**Run 1: placement density heat map**

Bar = 100 µm. The die is cut into 34 by 24 equal tiles; black is low, pale yellow is high, 0 to 100% covered.
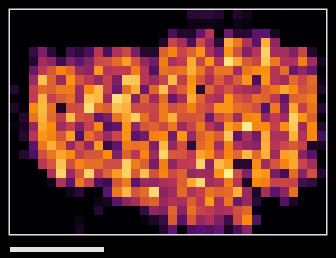
**Run 1: supply network**

Bar = 100 µm. Pins as bars on the die edge.
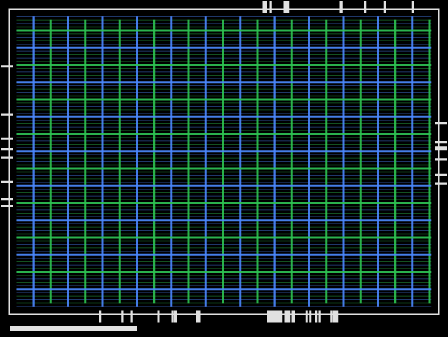
**Run 1: routing congestion**

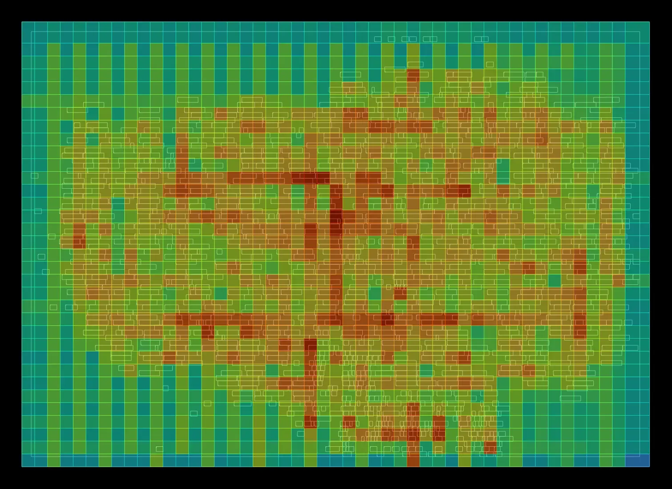
File: src/rtl/instr_sequencer_pkg.sv
// Shared definitions for the instruction sequencer: opcode constants,
// opcode field geometry and FSM state encoding.
package instr_sequencer_pkg;

  // The opcode always occupies the top OP_WIDTH bits of an instruction word.
  localparam int OP_WIDTH = 4;

  typedef logic [OP_WIDTH-1:0] opcode_t;

  localparam opcode_t OP_HALT = 4'hF;
  localparam opcode_t OP_JMP  = 4'hE;

  typedef enum logic [1:0] {
    ST_IDLE,
    ST_FETCH,
    ST_ISSUE,
    ST_HALT
  } state_t;

endpackage

File: src/rtl/instr_sequencer_prog_mem.sv
// Program store: single write port, synchronous read port, write-first so a
// word written on the same edge it is read is returned immediately.
module instr_sequencer_prog_mem #(
  parameter int DATA_WIDTH = 20,
  parameter int ADDR_BITS  = 5
) (
  input  logic                  clk,
  input  logic                  wr_en,
  input  logic [ADDR_BITS-1:0]  wr_addr,
  input  logic [DATA_WIDTH-1:0] wr_data,
  input  logic [ADDR_BITS-1:0]  rd_addr,
  output logic [DATA_WIDTH-1:0] rd_data
);

  logic [DATA_WIDTH-1:0] mem [2**ADDR_BITS];

  // NOTE: the array has no reset on purpose; it maps onto RAM and the program
  // must survive a sequencer reset.
  always_ff @(posedge clk) begin
    if (wr_en) begin
      mem[wr_addr] <= wr_data;
    end
    rd_data <= (wr_en && (wr_addr == rd_addr)) ? wr_data : mem[rd_addr];
  end

endmodule

File: src/rtl/instr_sequencer.sv
// Fetches words from a small program store and hands them to a CPU over a
// valid/ready handshake, executing HALT and JMP locally.
module instr_sequencer
  import instr_sequencer_pkg::*;
#(
  parameter int INSTR_WIDTH = 20,
  parameter int PC_BITS     = 5,
  parameter int CNT_WIDTH   = 8
) (
  input  logic                   clk,
  input  logic                   rst,
  input  logic                   load_en,
  input  logic [PC_BITS-1:0]     load_addr,
  input  logic [INSTR_WIDTH-1:0] load_data,
  input  logic                   start,
  input  logic                   cpu_ready,
  output logic [INSTR_WIDTH-1:0] instruction,
  output logic                   instr_valid,
  output logic [PC_BITS-1:0]     pc,
  output logic                   done,
  output logic [CNT_WIDTH-1:0]   issued_count
);

  state_t                 state, state_next;
  logic [PC_BITS-1:0]     pc_next;
  logic [INSTR_WIDTH-1:0] instr_next;
  logic [INSTR_WIDTH-1:0] rd_data;
  logic                   valid_next;
  logic                   done_next;
  logic [CNT_WIDTH-1:0]   count_next;
  logic                   mem_wr_en;
  opcode_t                fetched_op;
  opcode_t                held_op;

  assign fetched_op = rd_data[INSTR_WIDTH-1 -: OP_WIDTH];
  assign held_op    = instruction[INSTR_WIDTH-1 -: OP_WIDTH];
  assign mem_wr_en  = load_en && ((state == ST_IDLE) || (state == ST_HALT));

  // The read is launched with the pc being loaded, so the word is already in
  // rd_data during FETCH and instr_valid can be registered on entry to ISSUE.
  instr_sequencer_prog_mem #(
    .DATA_WIDTH(INSTR_WIDTH),
    .ADDR_BITS (PC_BITS)
  ) prog_mem (
    .clk    (clk),
    .wr_en  (mem_wr_en),
    .wr_addr(load_addr),
    .wr_data(load_data),
    .rd_addr(pc_next),
    .rd_data(rd_data)
  );

  // NOTE: every output of this block gets a default first so no path can
  // leave a variable unassigned and infer a latch.
  always_comb begin
    state_next = state;
    pc_next    = pc;
    instr_next = instruction;
    valid_next = instr_valid;
    done_next  = done;
    count_next = issued_count;

    case (state)
      ST_IDLE, ST_HALT: begin
        if (start) begin
          state_next = ST_FETCH;
          pc_next    = '0;
          count_next = '0;
          done_next  = 1'b0;
        end
      end

      ST_FETCH: begin
        state_next = ST_ISSUE;
        instr_next = rd_data;
        valid_next = (fetched_op != OP_HALT) && (fetched_op != OP_JMP);
      end

      ST_ISSUE: begin
        if (held_op == OP_HALT) begin
          state_next = ST_HALT;
          done_next  = 1'b1;
        end else if (held_op == OP_JMP) begin
          state_next = ST_FETCH;
          pc_next    = instruction[PC_BITS-1:0];
        end else if (cpu_ready) begin
          valid_next = 1'b0;
          if (issued_count != {CNT_WIDTH{1'b1}}) begin
            count_next = issued_count + 1'b1;
          end
          // The last address halts instead of wrapping back to 0.
          if (pc == {PC_BITS{1'b1}}) begin
            state_next = ST_HALT;
            done_next  = 1'b1;
          end else begin
            state_next = ST_FETCH;
            pc_next    = pc + 1'b1;
          end
        end
      end

      default: state_next = ST_IDLE;
    endcase
  end

  // NOTE: state registers use non-blocking assignments so every flop samples
  // the pre-edge values regardless of statement order.
  always_ff @(posedge clk) begin
    if (rst) begin
      state        <= ST_IDLE;
      pc           <= '0;
      instruction  <= '0;
      instr_valid  <= 1'b0;
      done         <= 1'b0;
      issued_count <= '0;
    end else begin
      state        <= state_next;
      pc           <= pc_next;
      instruction  <= instr_next;
      instr_valid  <= valid_next;
      done         <= done_next;
      issued_count <= count_next;
    end
  end

endmodule

File: config.mk
export PLATFORM = sky130hd
export DESIGN_NAME = instr_sequencer
export DESIGN_NICKNAME = d
export VERILOG_FILES = /design/src/rtl/instr_sequencer_pkg.sv /design/src/rtl/instr_sequencer_prog_mem.sv /design/src/rtl/instr_sequencer.sv
export SDC_FILE = /design/constraint.sdc
export NUM_CORES = 1
export LEC_CHECK = 0
export CAP_MARGIN = 25
export CORE_ASPECT_RATIO = 0.7
export CORE_MARGIN = 5
export CORE_UTILIZATION = 35
export CTS_CLUSTER_DIAMETER = 120
export DETAILED_ROUTE_END_ITERATION = 16
export PLACE_DENSITY = 0.55
export SYNTH_ARGS = -nofsm -noshare
export SYNTH_HDL_FRONTEND = slang
export SYNTH_SLANG_ARGS = --single-unit
File: constraint.sdc
create_clock -name clk -period 5.29 [get_ports clk]
set_input_delay 0.529 -clock clk [delete_from_list [all_inputs] [get_ports clk]]
set_output_delay 0.529 -clock clk [all_outputs]
set_load 0.005 [all_outputs]
==> results.py, run 1 <==
# Auto-generated metrics
metrics = {
    "setup_path": {
        "cpMaxStageDelayCell": "dfxtp_4",
        "cp_slowest_stage_delay_ns": 0.89,
        "crit_family": "flip-flops",
        "ordered_list_of_cells_on_the_worst_path": "buf_12, mux4_2, mux2_2, o22ai_1, o31ai_1",
        "cp_num_buf_inv": 1,
    },
    "yosys": {
        "area_leaders": "edfxtp_1 (73%), mux4_2 (16%), dfxtp_1 (3.2%)",
        "synth_cell_types": 45,
        "mux_share": 0.174,
        "syn-instance-count": 1205,
        "basic_gates_by_area": 0.0262,
        "synth.cell_area_um2": 26300,
        "yosysCellCount": 1205,
        "flop_cell": "edfxtp_1",
    },
    "clock_tree": {
        "postCtsHoldBufs": 0,
        "cts_buffer_count": 68,
        "root_buffer": "clkbuf_16",
        "post-cts-setup-buffers": 0,
        "htree_levels": 3,
    },
    "placement": {
        "gp_congestion": 0.742,
        "port-buffer-count": 64,
        "dpl_cell_area_um2": 28500,
        "place_hpwl_mm": 36.9,
    },
    "min_path": {
        "worst_hold_path.endpoint": "instruction[7]",
        "worst_hold_path_type": "flop to flop",
    },
    "timing": {
        "slew_viol_final": 0,
        "fin_setup_tns_ns": 0,
        "tightest_slew_ns": 1.04,
        "report.final.hold_viol_count": 0,
        "worst_slew_slack_as_a_fraction_of_its_limit": 0.303,
        "timing.hold.ws_ns": 0.491,
        "grt_setup_unrepaired": "no",
    },
    "pwr": {
        "combPwrFrac": 0.042,
        "p_seq_mw": 6.01,
        "power.ir.vdd_worst_mv": 0.211,
        "share_clk_of_total_power": 0.430,
        "fin_total_pwr_mw": 11.4,
        "pg_comb_uw": 482,
        "power_frac_seq": 0.528,
    },
    "detailed_routing": {
        "ant_nets": 0,
        "drt-vias-per-instance": 5.37,
    },
    "finish": {
        "antenna_cells_inserted": 1,
        "combAreaFraction": 0.192,
        "largest-register": "prog_mem.mem",
        "final.signal_inverter_count": 7,
        "final.fill_count": 6410,
        "design.final.nets": 1380,
        "drive_gt1_frac": 0.304,
        "register_area_um2": 20100,
        "buffer_area_frac": 0.0493,
        "biggestCellCategory": "sequential cells",
        "post_layout_nonfiller_instances": 2386,
    },
    "outcome": {
        "outcome": "completed",
    },
    "global_route": {
        "grt.overflow.total": 0,
        "pin_count_of_the_biggest_net_entering_global_routing": 55,
        "global_route_wire_length_before_repair_mm": 95.1,
    },
    "floorplan": {
        "num_rows": 84,
        "chip_area_um2": 80700,
        "top_level_ports": 65,
        "fp_util": 0.351,
    },
}
Notes on 'placement density heat map' above:
fullest tile	97%
tiles over 75% full	12%
nearly empty tiles	28%
mean over tiles	37%

Notes on 'supply network' above:
net	color
VSS	blue
VDD	green
met5 straps	16
met1 rails	85

Notes on 'routing congestion' above:
Core Util, Final: 0.416
most utilized layer in the global route result: met2
average wire per standard cell: 27.7 µm
Total Routing Usage GR: 0.165
M1 GR Usage: 0.247

run 1: how the worst max path moves through the flow:
stage	cells past startpoint	endpoint	slack, ns	startpoint
final	5	instruction[0]	2.18	flop
after global placement	5	instruction[0]	2.08	flop
after global routing	5	instruction[9]	2.00	flop
after detailed placement	5	instruction[0]	2.04	flop
after CTS	5	instruction[0]	2.02	flop
after floorplan	7	prog_mem.mem[12][0]	2.58	state[0]
run 1: routing by layer:
| layer | global-route usage | routed length, µm |
|---|---|---|
| met2 | 0.247 | 29800 |
| met5 | 0 | 0 |
| met3 | 0.0434 | 5410 |
| met4 | 0.0286 | 780 |
| met1 | 0.247 | 30100 |
## Run 2: what changed since run 1
- PLACE_DENSITY: 0.55 -> 0.57
- clock period: 5.29 -> 2.7 ns (I/O delays scaled with it)
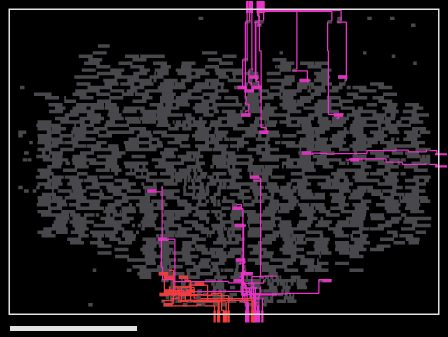
**Above:** run 2 (nets reached from selected ports).
Bar = 100 µm.
port	color	bits	direction	edge	end cells	buffers	wire
`instruction`	magenta	20	output	9 bottom, 9 top, 2 right	20	20	1940 µm
`issued_count`	red	8	output	bottom	8	8	605 µm

==> results.py, run 2 <==
# Auto-generated metrics
metrics = {
    "outcome": {
        "outcome": "completed",
    },
    "pwr": {
        "cellLeakagePower_nw": 9.43,
        "fin_total_pwr_mw": 21.5,
        "power.ir.vdd_worst_mv": 0.360,
        "power_per_cell_area_nw_per_um2": 691,
    },
    "setup_path": {
        "ordered_list_of_cells_on_the_worst_path": "buf_12, buf_12, mux4_2, mux4_2, nor2b_1, o31ai_1",
        "cp_slowest_stage_delay_ns": 0.49,
        "timing.rr.end": "instruction[13]",
        "worst_r2r_path_depth": 6,
        "worstSetupEndpoint": "instruction[13]",
        "path_depth": 6,
        "worstSetupPathType": "flop to flop",
        "worst_setup_path_end_kind": "flop",
        "cpMaxStageDelayCell": "mux4_2",
        "crit_family": "multiplexers",
        "cp_num_buf_inv": 2,
    },
    "yosys": {
        "asyncSetResetFlopFracSynth": 0,
        "yosysCellCount": 1205,
        "syn-instance-count": 1205,
        "basic_gates_by_area": 0.0262,
        "synth_cell_types": 45,
        "ys_sh_aoi": 0.0195,
        "mux_share": 0.174,
        "ys_top_cells_by_count": "edfxtp_1 (640), mux4_2 (183), nor2_1 (56), dfxtp_1 (42), mux2_2 (33)",
        "synthesis.nets": 1240,
        "synth.cell_area_um2": 26300,
        "flop_cell": "edfxtp_1",
        "dominant_cell_by_count_in_the_synthesized_netlist": "edfxtp_1",
        "yosys_warnings": 0,
        "synthDominantCellAreaShare": 0.732,
        "area_leaders": "edfxtp_1 (73%), mux4_2 (16%), dfxtp_1 (3.2%)",
    },
    "floorplan": {
        "fp_util": 0.351,
        "chip_area_um2": 80700,
        "num_rows": 84,
        "top_level_ports": 65,
    },
    "min_path": {
        "worst_hold_path_type": "input port to flop",
        "timing.hold.worst.start": "rst",
        "worst_hold_path.endpoint": "state[1]",
    },
    "timing": {
        "report.final.hold_viol_count": 0,
        "postLayoutSetupSlackWorst_ns": 0.157,
        "grt_setup_unrepaired": "no",
        "slew_viol_final": 0,
        "finalClockSkew_ns": 0.0133,
        "period_used_share": 0.942,
        "fin_setup_tns_ns": 0,
        "worst_slew_slack_as_a_fraction_of_its_limit": 0.310,
        "tightest_slew_ns": 1.03,
        "timing.hold.ws_ns": 0.450,
    },
    "detailed_routing": {
        "ant_nets": 0,
        "dr.first_iter.drc_count": 1748,
        "drt-vias-per-instance": 5.33,
        "routed_wire_length_per_instance_um": 27.2,
    },
    "finish": {
        "design.final.nets": 1422,
        "drive_gt1_frac": 0.316,
        "utilization": 0.417,
        "largest-register": "prog_mem.mem",
        "post_layout_nonfiller_instances": 2425,
    },
    "clock_tree": {
        "cts_buffer_count": 67,
        "root_buffer": "clkbuf_16",
        "htree_levels": 3,
        "post-cts-setup-buffers": 0,
        "postCtsHoldBufs": 0,
        "ctsLongestPathBuffers": 3,
    },
    "placement": {
        "port-buffer-count": 64,
        "dpl_cell_area_um2": 29100,
        "place_hpwl_mm": 39.5,
        "gp_congestion": 0.794,
    },
    "global_route": {
        "pin_count_of_the_biggest_net_entering_global_routing": 47,
        "globalRouteTotalUtil": 0.165,
        "grt.overflow.total": 0,
        "first_global_vias": 13200,
        "global_route_wire_length_before_repair_mm": 95.6,
    },
}
==> run 2: area by class of cell <==
cell class,instances,area [µm²]
inverter,7,26.3
fill,6421,43500
tap,989,1240
multi-input combinational,455,5970
sequential,682,20100
clock inverter,23,174
clock buffer,94,1880
antenna,1,2.50
timing repair buffer,174,1820
==> run 2: where the power goes <==
| group | switching [mW] | internal (mW) |
|---|---|---|
| Combinational | 0.542 | 0.387 |
| Clock | 3.80 | 5.07 |
| Sequential | 0.0795 | 11.7 |
| Total | 4.42 | 17.1 |
==> run 2: metal layers <==
metal	share of wire	track usage
met5	0	0
met1	0.47	0.257
met3	0.071	0.0341
met2	0.44	0.239
met4	0.021	0.0389
Power is estimated from default activity; no workload was simulated.
